<file path="config.mk">
export PLATFORM = sky130hd
export DESIGN_NAME = pipe_hazard_ctrl
export DESIGN_NICKNAME = d
export VERILOG_FILES = /design/src/rtl/pipe_pkg.sv /design/src/rtl/hazard_compare.sv /design/src/rtl/pipe_hazard_ctrl.sv
export SDC_FILE = /design/constraint.sdc
export NUM_CORES = 1
export LEC_CHECK = 0
export ABC_AREA = 1
export CORE_UTILIZATION = 33
export CTS_CLUSTER_DIAMETER = 60
export CTS_CLUSTER_SIZE = 30
export DETAILED_ROUTE_END_ITERATION = 10
export HOLD_SLACK_MARGIN = 0.15
export PLACE_DENSITY_LB_ADDON = 0.08
export RECOVER_POWER = 25
export SLEW_MARGIN = 20
export SYNTH_ARGS = -nofsm -noshare
export SYNTH_HDL_FRONTEND = slang
export SYNTH_SLANG_ARGS = --single-unit
</file>
<file path="constraint.sdc">
create_clock -name clk -period 1.4 [get_ports clk]
set_clock_uncertainty 0.1 [all_clocks]
set_input_delay 0.35 -clock clk [delete_from_list [all_inputs] [get_ports clk]]
set_output_delay 0.35 -clock clk [all_outputs]
set_load 0.01 [all_outputs]
</file>
<file path="src/rtl/pipe_pkg.sv">
// Shared pipeline encodings for the hazard sequencer.
// Also holds the NOP word and MemCtrl field layout used by the datapath.
package pipe_pkg;

  typedef enum logic [1:0] {
    RUN     = 2'd0,
    FLUSH   = 2'd1,
    MEMWAIT = 2'd2
  } ctrl_state_e;

  localparam logic [31:0] NOP_INST = 32'h0000_0013;

  localparam int MEMCTRL_READ_BIT = 1;

  localparam int FCNT_W = 2;

  typedef struct packed {
    logic pcWrite;
    logic pcRedirect;
    logic ifidWrite;
    logic ifidFlush;
    logic idexWrite;
    logic idexBubble;
    logic exmemWrite;
  } hz_ctrl_t;

  function automatic hz_ctrl_t hz_idle();
    hz_ctrl_t c;
    c            = '0;
    c.pcWrite    = 1'b1;
    c.ifidWrite  = 1'b1;
    c.idexWrite  = 1'b1;
    c.exmemWrite = 1'b1;
    return c;
  endfunction

endpackage

</file>
<file path="src/rtl/hazard_compare.sv">
// Load-use detector: ID/EX load writing a register IF/ID reads.
// Pure combinational so a forwarding unit can reuse it.
module hazard_compare
  import pipe_pkg::*;
(
  input  logic [4:0] i_rs1,
  input  logic [4:0] i_rs2,
  input  logic       i_useRs1,
  input  logic       i_useRs2,
  input  logic [4:0] i_rd,
  input  logic       i_memRead,
  output logic       o_loadUse
);

  logic w_hit1;
  logic w_hit2;

  assign w_hit1 = i_useRs1 & (i_rd == i_rs1);
  assign w_hit2 = i_useRs2 & (i_rd == i_rs2);

  // x0 is hardwired zero, never a real dependency
  assign o_loadUse = i_memRead & (|i_rd) & (w_hit1 | w_hit2);

endmodule

</file>
<file path="src/rtl/pipe_hazard_ctrl.sv">
// Stall/flush sequencer for the 5-stage RV32 pipeline.
// Define HAZARD_PERF_CNT_EN to add saturating performance counters.
module pipe_hazard_ctrl
  import pipe_pkg::*;
#(
  parameter int FLUSH_CYCLES = 1,
  parameter int CNT_W        = 32
) (
  input  logic       clk,
  input  logic       rst,
  input  logic [4:0] ifidRs1,
  input  logic [4:0] ifidRs2,
  input  logic       ifidUseRs1,
  input  logic       ifidUseRs2,
  input  logic [4:0] idexRd,
  input  logic       idexMemRead,
  input  logic       exBranchTaken,
  input  logic       memBusy,
  output logic       pcWrite,
  output logic       pcRedirect,
  output logic       ifidWrite,
  output logic       ifidFlush,
  output logic       idexWrite,
  output logic       idexBubble,
  output logic       exmemWrite,
  output logic [1:0] ctrlState
`ifdef HAZARD_PERF_CNT_EN
  ,
  output logic [CNT_W-1:0] stallCycles,
  output logic [CNT_W-1:0] flushCycles,
  output logic [CNT_W-1:0] memWaitCycles
`endif
);

  localparam int FC = (FLUSH_CYCLES < 1) ? 1 :
                      (FLUSH_CYCLES > 3) ? 3 : FLUSH_CYCLES;
  localparam logic [FCNT_W-1:0] FLUSH_RELOAD = FCNT_W'(FC - 1);

  ctrl_state_e       r_state;
  ctrl_state_e       w_nState;
  logic [FCNT_W-1:0] r_flushCnt;
  logic [FCNT_W-1:0] w_nFlushCnt;
  logic              r_pend;
  logic              w_nPend;

  logic     w_loadUse;
  logic     w_freeze;
  logic     w_redir;
  logic     w_hold;
  logic     w_bubble;
  hz_ctrl_t w_ctl;

  hazard_compare u_cmp (
    .i_rs1     (ifidRs1),
    .i_rs2     (ifidRs2),
    .i_useRs1  (ifidUseRs1),
    .i_useRs2  (ifidUseRs2),
    .i_rd      (idexRd),
    .i_memRead (idexMemRead),
    .o_loadUse (w_loadUse)
  );

  always_ff @(posedge clk) begin
    if (rst) begin
      r_state    <= RUN;
      r_flushCnt <= '0;
      r_pend     <= 1'b0;
    end else begin
      r_state    <= w_nState;
      r_flushCnt <= w_nFlushCnt;
      r_pend     <= w_nPend;
    end
  end

  // One action per cycle: freeze > redirect > flush hold > bubble
  always_comb begin
    w_freeze = 1'b0;
    w_redir  = 1'b0;
    w_hold   = 1'b0;
    w_bubble = 1'b0;
    if (!rst) begin
      if (memBusy) begin
        w_freeze = 1'b1;
      end else if (exBranchTaken |
                   ((r_state == MEMWAIT) & r_pend)) begin
        w_redir = 1'b1;
      end else if (r_state == FLUSH) begin
        w_hold = 1'b1;
      end else if (w_loadUse) begin
        w_bubble = 1'b1;
      end
    end
  end

  always_comb begin
    w_nState    = RUN;
    w_nFlushCnt = '0;
    w_nPend     = 1'b0;
    if (w_freeze) begin
      w_nState = MEMWAIT;
      w_nPend  = r_pend | exBranchTaken;
    end else if (w_redir) begin
      w_nFlushCnt = FLUSH_RELOAD;
      w_nState    = (FC > 1) ? FLUSH : RUN;
    end else if (w_hold) begin
      w_nFlushCnt = r_flushCnt - 1'b1;
      w_nState    = (r_flushCnt > 1) ? FLUSH : RUN;
    end
  end

  always_comb begin
    w_ctl = hz_idle();
    if (w_freeze) begin
      w_ctl.pcWrite    = 1'b0;
      w_ctl.ifidWrite  = 1'b0;
      w_ctl.idexWrite  = 1'b0;
      w_ctl.exmemWrite = 1'b0;
    end
    if (w_bubble) begin
      w_ctl.pcWrite    = 1'b0;
      w_ctl.ifidWrite  = 1'b0;
      w_ctl.idexBubble = 1'b1;
    end
    if (w_redir) begin
      w_ctl.pcRedirect = 1'b1;
      w_ctl.ifidFlush  = 1'b1;
      w_ctl.idexBubble = 1'b1;
    end
    if (w_hold) begin
      w_ctl.ifidFlush = 1'b1;
    end
  end

  assign pcWrite    = w_ctl.pcWrite;
  assign pcRedirect = w_ctl.pcRedirect;
  assign ifidWrite  = w_ctl.ifidWrite;
  assign ifidFlush  = w_ctl.ifidFlush;
  assign idexWrite  = w_ctl.idexWrite;
  assign idexBubble = w_ctl.idexBubble;
  assign exmemWrite = w_ctl.exmemWrite;
  assign ctrlState  = r_state;

`ifdef HAZARD_PERF_CNT_EN
  logic [CNT_W-1:0] r_stall;
  logic [CNT_W-1:0] r_flush;
  logic [CNT_W-1:0] r_mwait;

  always_ff @(posedge clk) begin
    if (rst) begin
      r_stall <= '0;
      r_flush <= '0;
      r_mwait <= '0;
    end else begin
      if (w_bubble && (r_stall != '1)) begin
        r_stall <= r_stall + 1'b1;
      end
      if (w_ctl.ifidFlush && (r_flush != '1)) begin
        r_flush <= r_flush + 1'b1;
      end
      if ((r_state == MEMWAIT) && (r_mwait != '1)) begin
        r_mwait <= r_mwait + 1'b1;
      end
    end
  end

  assign stallCycles   = r_stall;
  assign flushCycles   = r_flush;
  assign memWaitCycles = r_mwait;
`else
  if (CNT_W < 1) begin : g_cnt_w_invalid
  end
`endif

endmodule

</file>
**Run 1: routed clock nets over the placement**

The bar under the picture is 10 um long.
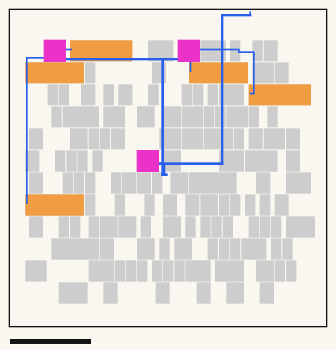
magenta -> cells driving clock nets  # count 3
orange -> flip-flops  # count 5
blue -> clock wires  # length 105 um
routed clock nets = 4
power in the clock group: 0.000169 W
fraction of power consumed by the clock network: 0.358

**Run 1: PDN straps and rails**

Pins as bars on the die edge. Tap cells in grey.
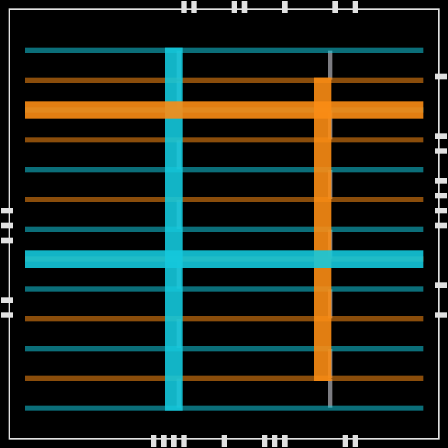
cyan -> VSS
orange -> VDD
tap cells = 14
met4 straps = 2
met1 rails = 13
rows = 12
signal pins = 31
Die Y: 39.0 um
area of the core region: 1190 um2
Die Wd: 39.0 um
maximum resistive drop on vdd: 0.000603 V

==> run notes, run 1 <==
### Global route
• GRT Overall Usage: 0.218
• via count of the first global-routing pass: 554
• pin count of the biggest net entering global routing: 5
• antenna violations before repair: 0
• first-pass GRT wire length: 2130 um

### Worst setup path
• worst r2r path cells: 6
• data required time of the worst path: 0.95 ns
• internal reg-to-reg setup slack: 0.27 ns
• capturing instance or port of the critical path: idexBubble
• crit path launch type: primary input

### Synth
• mean cell area of the mapped netlist: 5.09 um2
• total standard cell area after synthesis: 453 um2
• Cells after Synth: 89
• post-synth tally of flip-flops with integrated enable: 0
• net count after synthesis: 112
• commonest cells in the netlist: sky130_fd_sc_hd__nand2_1 (35), sky130_fd_sc_hd__nor2_1 (15), sky130_fd_sc_hd__inv_1 (14)

### Drt
• starting DRC count in detailed routing: 10
• number of remaining DRC errors: 0

### Power
• Flop pwr share: 0.319
• comb pwr: 0.000152 W
• leakage: 0.490 nW
• Seq. pwr: 0.000150 W

### Clock tree
• H-tree levels: 1
• cells resized by post-CTS repair: 79
• number of buffers on the longest clock path: 2

### Floorplan
• n_taps: 14
• fp util: 0.382
• number of primary I/O pins: 31

### STA
• setup repair after global routing missed its margin: yes
• Final Max Slew Viols: 0
• final count of negative-setup-slack endpoints: 5
• minimum setup slack in the final design: -0.243 ns

### Placement
• GPL Wtd Cong: 0.776
• detailed-placement wirelength estimate: 970 um
• Port Buf Inserts: 30

### Hold path
• hold path startpoint: r_flushCnt[0]

### Job
• count of warning messages emitted by the tools: 29

### Run status
• result of the run: finished with violations
• violations in the final reports: setup timing

### Finish
• multi-input logic area: 314 um2
• number of multi-input combinational cells: 62
• Biggest Area Class: combinational gates
• non-clock buffer count: 37
• clk tree area frac: 0.0332
• final-layout fill cell count: 122

**Run 1: metal 2**

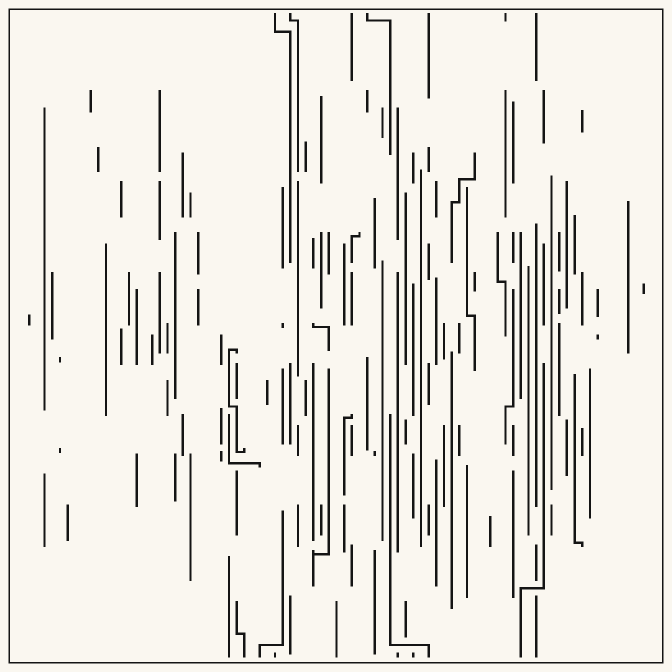
share of all routed wire = 51%
wire length on this layer = 702 um
main direction = vertical
longest straight run = 22.4 um
via count of the routed design: 631
post-detailed-routing wire length: 1370 um
met2 routing resource usage after global routing: 0.388

[run 1: metal layers]
metal | part of all wire | vias to the layer above | GRT usage | routed length, um
met3 | 0.061 | 4 | 0.0867 | 84
met1 | 0.40 | 265 | 0.216 | 553
met5 | 0 | - | 0 | 0
li1 | - | 341 | - | -
met4 | 0.023 | 0 | 0.103 | 32
met2 | 0.51 | 21 | 0.388 | 701
[run 1: metrics by stage]
stage | setup TNS [ns] | util | area [um2] | std cells | power (W)
floorplan | -0.0401 | - | 482 | 89 | 0.000219
finish | -1.13 | 0.668 | 792 | 142 | 0.000471
global placement | -6.72 | 0.699 | 830 | 137 | 0.000322
detailed placement | -6.91 | 0.699 | 830 | 137 | 0.000324
global route | -1.61 | 0.668 | 792 | 142 | 0.000511
CTS | -1.17 | 0.712 | 845 | 143 | 0.000483
[run 1: worst max-delay path: stages]
cell                              delay [ns]
sky130_fd_sc_hd__clkdlybuf4s15_1        0.18
sky130_fd_sc_hd__nand2_1                0.06
sky130_fd_sc_hd__nand2_1                0.06
sky130_fd_sc_hd__nor2_2                 0.10
sky130_fd_sc_hd__nand3_1                0.10
sky130_fd_sc_hd__nand2_2                0.11
sky130_fd_sc_hd__nand2_2                0.06
sky130_fd_sc_hd__nand2_1                0.06
sky130_fd_sc_hd__buf_2                  0.12
[run 1: logic make-up after synthesis]
logic type | count (synthesis) | share of synthesized area
compound gates | 2 | 0.0221
fa+ha+maj | 1 | 0.0276
buf+inv | 22 | 0.199
flops | 5 | 0.221
simple gates | 59 | 0.530
[run 1: worst min-delay path by stage]
stage,slack [ns],to
after floorplan,0.30,r_flushCnt[0]
after global placement,0.30,r_flushCnt[0]
after detailed placement,0.33,r_flushCnt[0]
after CTS,0.33,ctrlState[1]
after global routing,0.34,ctrlState[1]
final,0.33,r_flushCnt[0]
==> inputs of run 2 (changes only) <==
Settings changed: ABC_AREA 1 to unset, CORE_AREA set to 2 2 39 41, CORE_UTILIZATION 33 to unset, DIE_AREA set to 0 0 41 43, GPL_ROUTABILITY_DRIVEN set to 0.
**Run 2: the clock network**

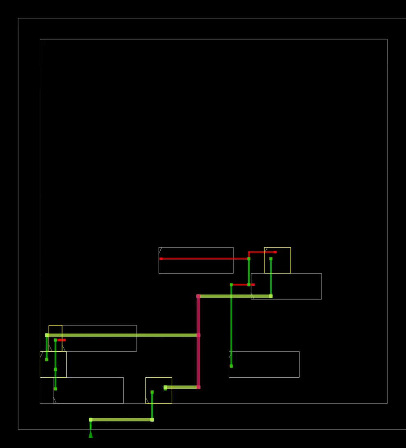
Insertion Delay late pin: 0.25 ns
# clock sinks: 5
seq_cells: 5

**Run 2: cell sizes after repair**

The bar under the picture is 10 um long.
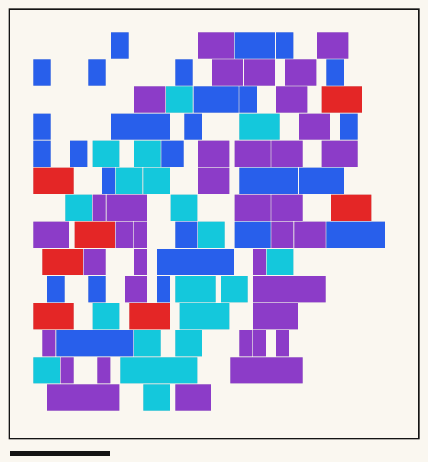
cyan -> drive 3 to 4  # cells 19, share 21%
red -> drive 6 and up  # cells 7, share 7.8%
purple -> drive 1 or less  # cells 37, share 41%
blue -> drive 2  # cells 27, share 30%
non-clock buffer count: 43
minimum setup slack in the final design: -0.697 ns

**Run 2: metal 2**

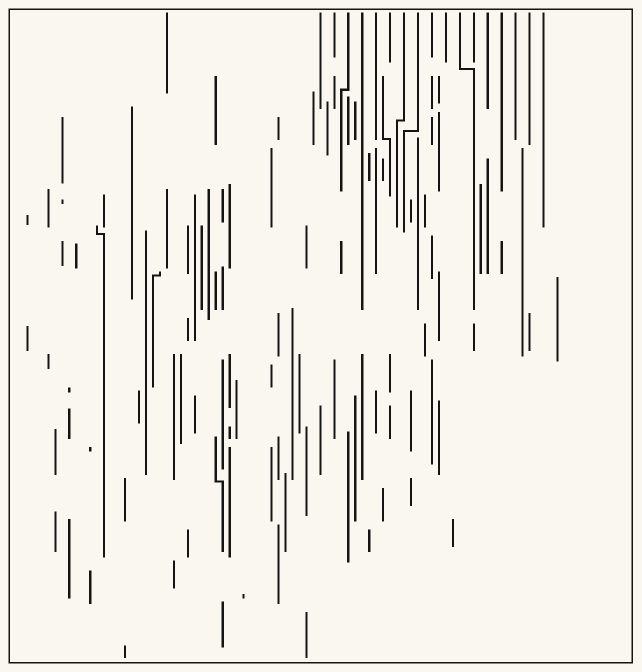
longest straight run = 21.2 um
share of all routed wire = 51%
nets with wire on the layer = 99
wire length on this layer = 590 um
post-detailed-routing wire length: 1150 um
met2 routing resource usage after global routing: 0.247

==> run notes, run 2 <==
### Run status
• result of the run: finished with violations
• violations in the final reports: setup timing

### Synth
• net count after synthesis: 68, -39%
• commonest cells in the netlist: sky130_fd_sc_hd__xor2_1 (8), sky130_fd_sc_hd__nor2_1 (6), sky130_fd_sc_hd__dfxtp_1 (5), sky130_fd_sc_hd__inv_1 (5)
• Cells after Synth: 45, -49%
• post-synth tally of flip-flops with integrated enable: 0, unchanged
• mean cell area of the mapped netlist: 8.17 um2, +61%

### Finish
• post-route cell area: 807 um2, +1.9%
• final-layout fill cell count: 133, +9.0%

### Placement
• number of cells in the design after placement: 96, -30%
• standard cell area after detailed placement: 738 um2, -11%
• Port Buf Inserts: 30, unchanged
• detailed-placement wirelength estimate: 894 um, -7.8%

### Worst setup path
• worst stage delay on the critical path: 0.45 ns, +0.27 ns
• kind of cell adding the most delay to the critical path: AND-OR/OR-AND gates
• WP buf/inv: 2, unchanged
• Critical Path, Cell by Cell: buf_6 > xor2_2 > nor4_2 > a32oi_2 > o41a_1 > buf_2
• Max stage delay cell, worst path: sky130_fd_sc_hd__o41a_1

### Drt
• via count of the routed design: 472, -25%
• starting DRC count in detailed routing: 1, -9
• detailed-route wire length on metal 1: 483 um, -13%
• routed length on met2: 589 um, -16%

### STA
• minimum setup slack in the final design: -0.697 ns, -0.454 ns
• Final Max Slew Viols: 0, unchanged
• final count of negative-setup-slack endpoints: 6, +1
• setup repair after global routing missed its margin: yes
• final-layout setup total negative slack: -2.53 ns, -1.39 ns

### Global route
• met3 Track Usage GR: 0.0628, -0.0239
• first-pass GRT wire length: 1900 um, -11%
• pin count of the biggest net entering global routing: 4, -1
• via count of the first global-routing pass: 479, -14%

### Clock tree
• cells resized by post-CTS repair: 110, +39%
• H-tree levels: 1, unchanged

### Floorplan
• Die Wd: 41 um, +5.0%
• fp util: 0.266, -0.116
• number of primary I/O pins: 31, unchanged

### Power
• leakage: 0.383 nW, -22%
• maximum resistive drop on vdd: 0.000700 V, +16%

### Job
• count of warning messages emitted by the tools: 29, unchanged

[run 2: cell types whose count changed in the layout (fill, tap and decap cells not counted), moves of 4 or more]
| cell | delta |
|---|---|
| sky130_fd_sc_hd__buf_6 | +7 |
| sky130_fd_sc_hd__clkbuf_2 | -9 |
| sky130_fd_sc_hd__nor2_1 | -7 |
| sky130_fd_sc_hd__xor2_1 | +7 |
| sky130_fd_sc_hd__nand2_1 | -28 |
| sky130_fd_sc_hd__inv_1 | -10 |
| sky130_fd_sc_hd__nand2_2 | -5 |
| sky130_fd_sc_hd__buf_4 | +4 |
[run 2: power groups by stage]
stage                     clock (W)  combinational (W)  sequential, W
after floorplan                   0          0.0000510       0.000151
after global placement            0           0.000155       0.000150
after detailed placement          0           0.000153       0.000150
after CTS                  0.000175           0.000152       0.000149
after global routing       0.000183           0.000166       0.000149
final                      0.000169           0.000152       0.000149
[run 2: final cells by class]
class                   instances  area (um2)  share of cell area
multi-input cells              33         303               0.375
repair buffers                 43         337               0.417
well taps                      16        20.0              0.0248
clock buffers                   4        26.3              0.0326
inverters                       5        18.8              0.0233
flip-flops and latches          5         103               0.127
[run 2: cell families (layout without fill, tap and decap cells)]
group | Yosys count | in the layout | share of synthesized area
xor gates and xnor gates | 10 | 10 | 0.238
adders and majority gates | 1 | 1 | 0.0340
buffers and inverters | 7 | 52 | 0.0918
and+or+nand+nor | 17 | 17 | 0.255
DFF | 5 | 5 | 0.272
AOI/OAI and AO/OA | 5 | 5 | 0.109
[run 2: final timing paths]
path	start	endpoint	slack [ns]	cells after the start
worst max-delay path	ifidRs2[1]	ifidWrite	-0.70	6
worst min-delay path	exBranchTaken	r_pend	0.23	3
worst max register to register	ctrlState[0]	ctrlState[0]	-0.01	6
worst min register to register	r_flushCnt[0]	r_flushCnt[0]	0.32	1
==> inputs of run 3 (changes only) <==
Settings changed: CAP_MARGIN set to 20.
**Run 3: cell sizes after repair**

The bar under the picture is 10 um long.
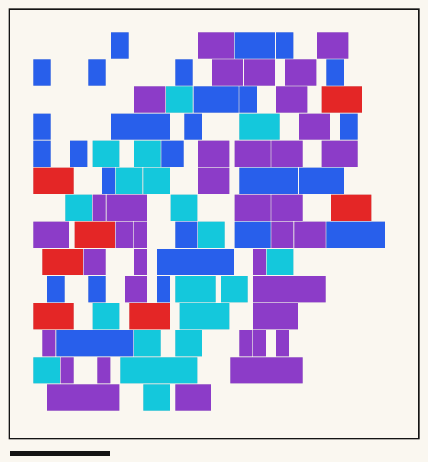
post-route cell area: 807 um2
area growth from synthesis to layout: 119%

**Run 3: routed clock nets over the placement**

The bar under the picture is 10 um long.
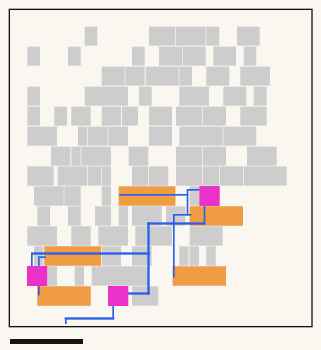
fraction of power consumed by the clock network: 0.359

**Run 3: metal 2**

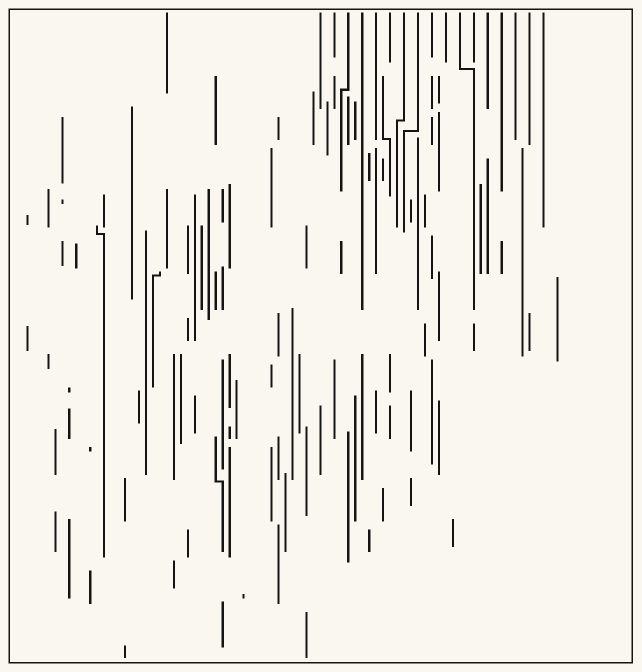
share of all routed wire = 51%
main direction = vertical
longest straight run = 21.2 um
via count of the routed design: 472

==> run notes, run 3 <==
### Drt
• starting DRC count in detailed routing: 1, unchanged
• detailed-route wire length on metal 1: 483 um, unchanged
• number of iterations in the first detailed-routing pass: 2
• post-detailed-routing wire length: 1150 um, unchanged

### Placement
• standard cell area after detailed placement: 738 um2, unchanged
• Port Buf Inserts: 30, unchanged
• number of cells in the design after placement: 96, unchanged
• detailed-placement wirelength estimate: 894 um, unchanged

### Power
• leakage: 0.383 nW, unchanged
• overall power: 0.000470 W
• maximum resistive drop on vdd: 0.000700 V, unchanged

### Synth
• Async S/R FF share, synth: 0
• Cells after Synth: 45, unchanged
• net count after synthesis: 68, unchanged
• mean cell area of the mapped netlist: 8.17 um2, unchanged

### Worst setup path
• worst reg2reg path startpoint: ctrlState[0]
• Critical Path, Cell by Cell: buf_6 > xor2_2 > nor4_2 > a32oi_2 > o41a_1 > buf_2
• worst r2r path cells: 6, unchanged
• Worst R2R End: ctrlState[0]
• WP buf/inv: 2, unchanged
• internal reg-to-reg setup slack: -0.01 ns, about the same
• worst stage delay on the critical path: 0.45 ns, about the same
• kind of cell adding the most delay to the critical path: AND-OR/OR-AND gates

### Global route
• first-pass GRT wire length: 1900 um, unchanged
• pin count of the biggest net entering global routing: 4, unchanged
• via count of the first global-routing pass: 479, unchanged
• met3 Track Usage GR: 0.0628, unchanged
• met2 routing resource usage after global routing: 0.247, unchanged

### Job
• count of warning messages emitted by the tools: 29, unchanged

### Floorplan
• number of primary I/O pins: 31, unchanged
• Die Wd: 41 um, unchanged
• fp util: 0.266, unchanged

### Hold path
• Worst Hold Path EP: r_pend
• hold path startpoint: exBranchTaken
• number of cells on the worst hold path: 3, unchanged

### Run status
• violations in the final reports: setup timing
• result of the run: finished with violations

### Clock tree
• # clock sinks: 5, unchanged
• H-tree levels: 1, unchanged
• Insertion Delay late pin: 0.25 ns, about the same

### STA
• final-layout setup total negative slack: -2.53 ns, unchanged
• Final Max Slew Viols: 0, unchanged
• setup repair after global routing missed its margin: yes
• minimum setup slack in the final design: -0.697 ns, unchanged
• final count of negative-setup-slack endpoints: 6, unchanged

## run 3: cell counts in the layout (fill, tap and decap cells not counted)
No cell type changed its count.
## run 3: logic make-up after synthesis
kind of cell | after synthesis | share of synthesized area
AND/OR/NAND/NOR | 17 | 0.255
adder cells (fa/ha/maj) | 1 | 0.0340
XOR/XNOR | 10 | 0.238
flip-flops | 5 | 0.272
AND-OR/OR-AND | 5 | 0.109
buffers and inverters | 7 | 0.0918
## run 3: power by group
| part | internal, W | switching [W] | total, W | leakage (nW) |
|---|---|---|---|---|
| clock | 0.000108 | 0.0000609 | 0.000169 | 0.0150 |
| combinational | 0.0000895 | 0.0000625 | 0.000152 | 0.327 |
| sequential | 0.000146 | 0.00000262 | 0.000149 | 0.0415 |
| total | 0.000344 | 0.000126 | 0.000470 | 0.383 |
## run 3: worst max-delay path by stage
| stage | depth (start not counted) | start | slack, ns | to |
|---|---|---|---|---|
| floorplan | 4 | idexRd[3] | -0.48 | idexBubble |
| global placement | 6 | idexRd[3] | -1.46 | idexBubble |
| detailed placement | 6 | idexRd[3] | -1.45 | idexBubble |
| CTS | 6 | ifidRs2[1] | -0.72 | ifidWrite |
| global route | 6 | ifidRs2[1] | -0.78 | ifidWrite |
| finish | 6 | ifidRs2[1] | -0.70 | ifidWrite |
## run 3: what timing repair did
action                     CTS  global route
pin swaps                   16             2
gates resized              110             3
setup endpoints to repair   12             7
buffers inserted             4             2
## run 3: tightest hold or removal path, stage by stage
cell and delay [ns]:
sky130_fd_sc_hd__buf_6 0.09, sky130_fd_sc_hd__nor2_1 0.04, sky130_fd_sc_hd__nor2_1 0.06
## run 3: cell type report
cell class                 count  area [um2]
fill                         133         577
timing repair buffer          43         337
multi-input combinational     33         303
sequential                     5         103
clock buffer                   4        26.3
tap                           16        20.0
inverter                       5        18.8
Power is estimated from default activity; no workload was simulated.
